### src/rtl/down_counter_timer.sv
// Loadable down counter with terminal-count pulse, one-shot or auto-reload.
// Every output comes straight from a flop clocked by sysclk.
module down_counter_timer #(
    parameter int unsigned WIDTH = 4
) (
    input  logic             sysclk,
    input  logic             reset,
    input  logic             load,
    input  logic [WIDTH-1:0] load_val,
    input  logic             enable,
    input  logic             auto_reload,
    output logic [WIDTH-1:0] count,
    output logic             busy,
    output logic             done,
    output logic             tc_pulse
);

    localparam logic [1:0] S_IDLE = 2'd0;
    localparam logic [1:0] S_RUN  = 2'd1;
    localparam logic [1:0] S_DONE = 2'd2;

    localparam logic [WIDTH-1:0] ONE = WIDTH'(1);

    logic [1:0]       state_q,  state_d;
    logic [WIDTH-1:0] count_q,  count_d;
    logic [WIDTH-1:0] reload_q, reload_d;
    logic             tc_q,     tc_d;
    logic             busy_q,   busy_d;
    logic             done_q,   done_d;

    // Next-state: load beats counting; terminal count reloads or parks in DONE.
    always_comb begin
        state_d  = state_q;
        count_d  = count_q;
        reload_d = reload_q;
        tc_d     = 1'b0;

        if (load) begin
            count_d  = load_val;
            reload_d = load_val;
            state_d  = (load_val != '0) ? S_RUN : S_IDLE;
        end else begin
            case (state_q)
                S_IDLE: begin
                    // Hold; enable is ignored until a nonzero load.
                end
                S_RUN: begin
                    if (enable) begin
                        if (count_q == ONE) begin
                            tc_d = 1'b1;
                            if (auto_reload) begin
                                count_d = reload_q;
                            end else begin
                                count_d = '0;
                                state_d = S_DONE;
                            end
                        end else begin
                            count_d = count_q - ONE;
                        end
                    end
                end
                S_DONE: begin
                    count_d = '0;
                end
                default: begin
                    state_d = S_IDLE;
                    count_d = '0;
                end
            endcase
        end

        busy_d = (state_d == S_RUN);
        done_d = (state_d == S_DONE);
    end

    // State and output registers with synchronous reset.
    always_ff @(posedge sysclk) begin
        if (reset) begin
            state_q  <= S_IDLE;
            count_q  <= '0;
            reload_q <= '0;
            tc_q     <= 1'b0;
            busy_q   <= 1'b0;
            done_q   <= 1'b0;
        end else begin
            state_q  <= state_d;
            count_q  <= count_d;
            reload_q <= reload_d;
            tc_q     <= tc_d;
            busy_q   <= busy_d;
            done_q   <= done_d;
        end
    end

    assign count    = count_q;
    assign busy     = busy_q;
    assign done     = done_q;
    assign tc_pulse = tc_q;

endmodule

### config.mk
export PLATFORM = sky130hd
export DESIGN_NAME = down_counter_timer
export DESIGN_NICKNAME = d
export VERILOG_FILES = /design/src/rtl/down_counter_timer.sv
export SDC_FILE = /design/constraint.sdc
export NUM_CORES = 1
export LEC_CHECK = 0
export CAP_MARGIN = 20
export CORE_MARGIN = 1.5
export CORE_UTILIZATION = 51
export CTS_CLUSTER_SIZE = 24
export DETAILED_ROUTE_END_ITERATION = 10
export PLACE_DENSITY = 0.81
export SLEW_MARGIN = 30
export SYNTH_ARGS = -nofsm -noshare
export SYNTH_HDL_FRONTEND = slang
export SYNTH_SLANG_ARGS = --single-unit
### constraint.sdc
create_clock -name sysclk -period 2.55 [get_ports sysclk]
set_input_delay 0.51 -clock sysclk [delete_from_list [all_inputs] [get_ports sysclk]]
set_output_delay 0.51 -clock sysclk [all_outputs]
set_load 0.05 [all_outputs]
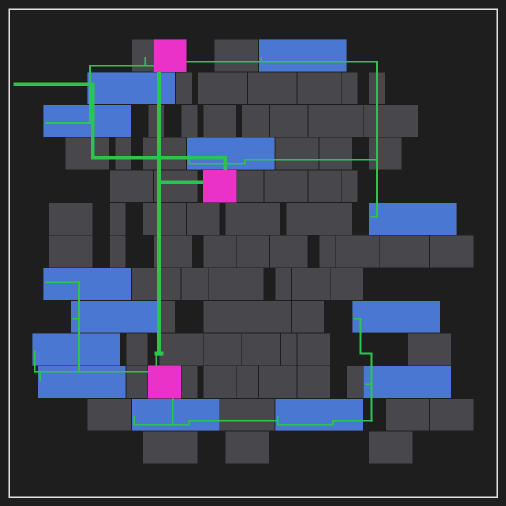
Fig. 1. Routed clock nets over the placement.
(12 px per um)
legend:
  blue:
    item: flip-flops
    count: 13
  magenta:
    item: clock-net drivers
    count: 3
  green:
    item: clock wires
    length: 182 um
routed clock nets: 4
flops lie: widely spread

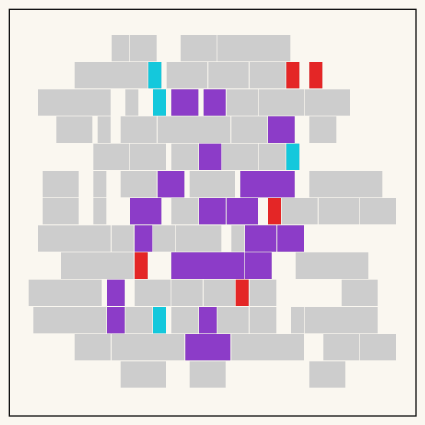
Fig. 2. Selected gate families.
(10 px per um)
legend:
  red:
    family: inv cells
    cells: 5
    most_used: inv_1
  cyan:
    family: nand cells
    cells: 4
    most_used: nand2_1
  purple:
    family: aoi and oai cells
    cells: 18
    most_used: a21oi_1

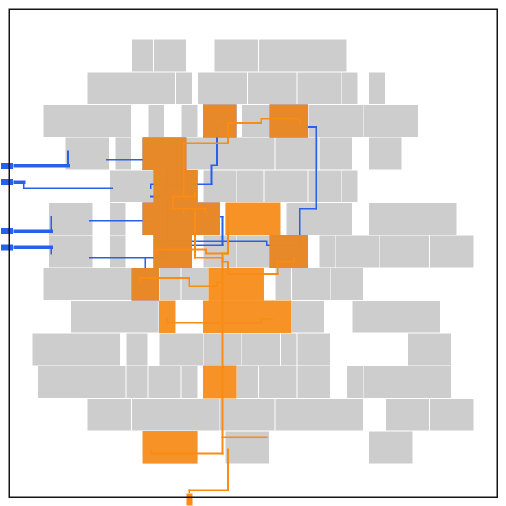
Fig. 3. Port wiring.
(12 px per um)
legend:
  orange:
    port: `load`
    bits: 1
    direction: input
    edge: bottom
    end_cells: 15
    buffers: 2
    wire: 99.6 um
  blue:
    port: `load_val`
    bits: 4
    direction: input
    edge: left
    end_cells: 9
    buffers: 4
    wire: 104 um

==> results_slide.txt <==
Physical Implementation Snapshot

Status
  – Status: finished, final reports clean

Clock network
  – CTS tree: done
  – Clk pin slew, worst setup/hold paths: 90 ps
  – CTS max path bufs: 2
  – Insertion delay at the late pin of the worst-skew pair: 280 ps
  – Hold buffer count at cts: 0
  – CTS Buf Count: 3

Worst setup path
  – Kind of cell adding the most delay to the critical path: buffers and inverters
  – Max incr delay on CP: 870 ps
  – Setup crit end kind: output pin
  – Crit path required time: 2040 ps
  – R2R setup slack: 830 ps
  – Buf/Inv on CP: 1
  – Crit-path slowest cell: clkdlybuf4s50_1

Pwr
  – Leakage power: 0.341 nW
  – Pwr/cell area: 526 nW/um2

Final layout
  – Nets: 102
  – Final antenna diode count: 0
  – Most frequent cells in the layout: clkdlybuf4s50_1, dfxtp_1, nor2_1
  – Layout Cells excl Fill: 105
  – Proportion of layout cells with a drive suffix above 1: 0.222
  – Most instantiated logic cell after routing: clkdlybuf4s50_1

Floorplan
  – Row count: 13
  – I/O pins: 16

Timing
  – Actual slew at the worst max-slew pin: 511 ps
  – Final setup violation count: 0
  – Endpoints failing hold: 0
  – Worst Skew: 3.57 ps

Worst hold path
  – Worst min path class: flip-flop to flip-flop

Route
  – DR WL/cell: 13.9 um
  – DRC viols: 0
  – DR iter-0 viols: 17
  – Vias per Instance: 5.79

Synth
  – Ys flop type: dfxtp_1
  – Yosys top cell area share: 0.362
  – Top cells by area: dfxtp_1, nor3b_2, mux2i_1
  – EDFF count, synth: 0

Placed design
  – RePlAce Congestion: 0.824

Global route
  – GRT Residual Overflow: 0
  – Initial antenna violation count: 0

Job
  – Tool warnings: 27
==> metrics by stage <==
stage,instance area [um2],hold WS [ps],setup WS (ps)
floorplan,718,451,715
global placement,876,467,515
detailed placement,876,490,479
CTS,903,509,427
global route,903,547,355
finish,903,500,421
==> path summary, 6_finish.rpt <==
check	start	endpoint	cells after the start
worst min register to register	reload_q[3]	reload_q[3]	2
worst max register to register	count[0]	done	4
worst max-delay path	count[0]	count[0]	1
worst min-delay path	reload_q[3]	reload_q[3]	2
==> routing by layer <==
metal	GRT usage	vias to the layer above	wire length, um
met5	0	-	0
met4	0.100	0	27
met3	0.0556	5	67
met2	0.313	16	659
met1	0.296	286	702
li1	-	301	-
==> cell type report <==
type                    count  share of cell area
clock buffers               3              0.0249
inverters                   5              0.0208
clock inverters             1             0.00554
well taps                  15              0.0208
flip-flops and latches     13               0.288
repair buffers             17               0.183
multi-input cells          51               0.457
==> synth_stat cells (all sizes together), types with 2 or more instances <==
library cell and number:
ha 2, or2b 4, a2111oi 2, mux2i 3, nand2 4, dfxtp 13
inv 5, a211oi 3, a21oi 3, nor2 6, a21o 2, nor3b 4
a22oi 2, and2 2, mux2 2, o22ai 2
==> flip-flops by register name, indices dropped and copies added (netlist names) <==
signal and count:
done 1, reload_q 4, busy 1, count 4, tc_pulse 1, state_q 2
==> report_power, final <==
part           total (mW)  switching [mW]  internal (mW)
Sequential          0.227          0.0131          0.214
Clock               0.132          0.0740         0.0583
Combinational       0.116          0.0618         0.0539
Total               0.475           0.149          0.326
==> kinds of logic after synthesis <==
| group | share of synthesized area |
|---|---|
| simple gates | 0.233 |
| compound gates | 0.233 |
| flops | 0.362 |
| buf+inv | 0.0627 |
| mux | 0.0732 |
| fa+ha+maj | 0.0348 |
Power is estimated from default activity; no workload was simulated.
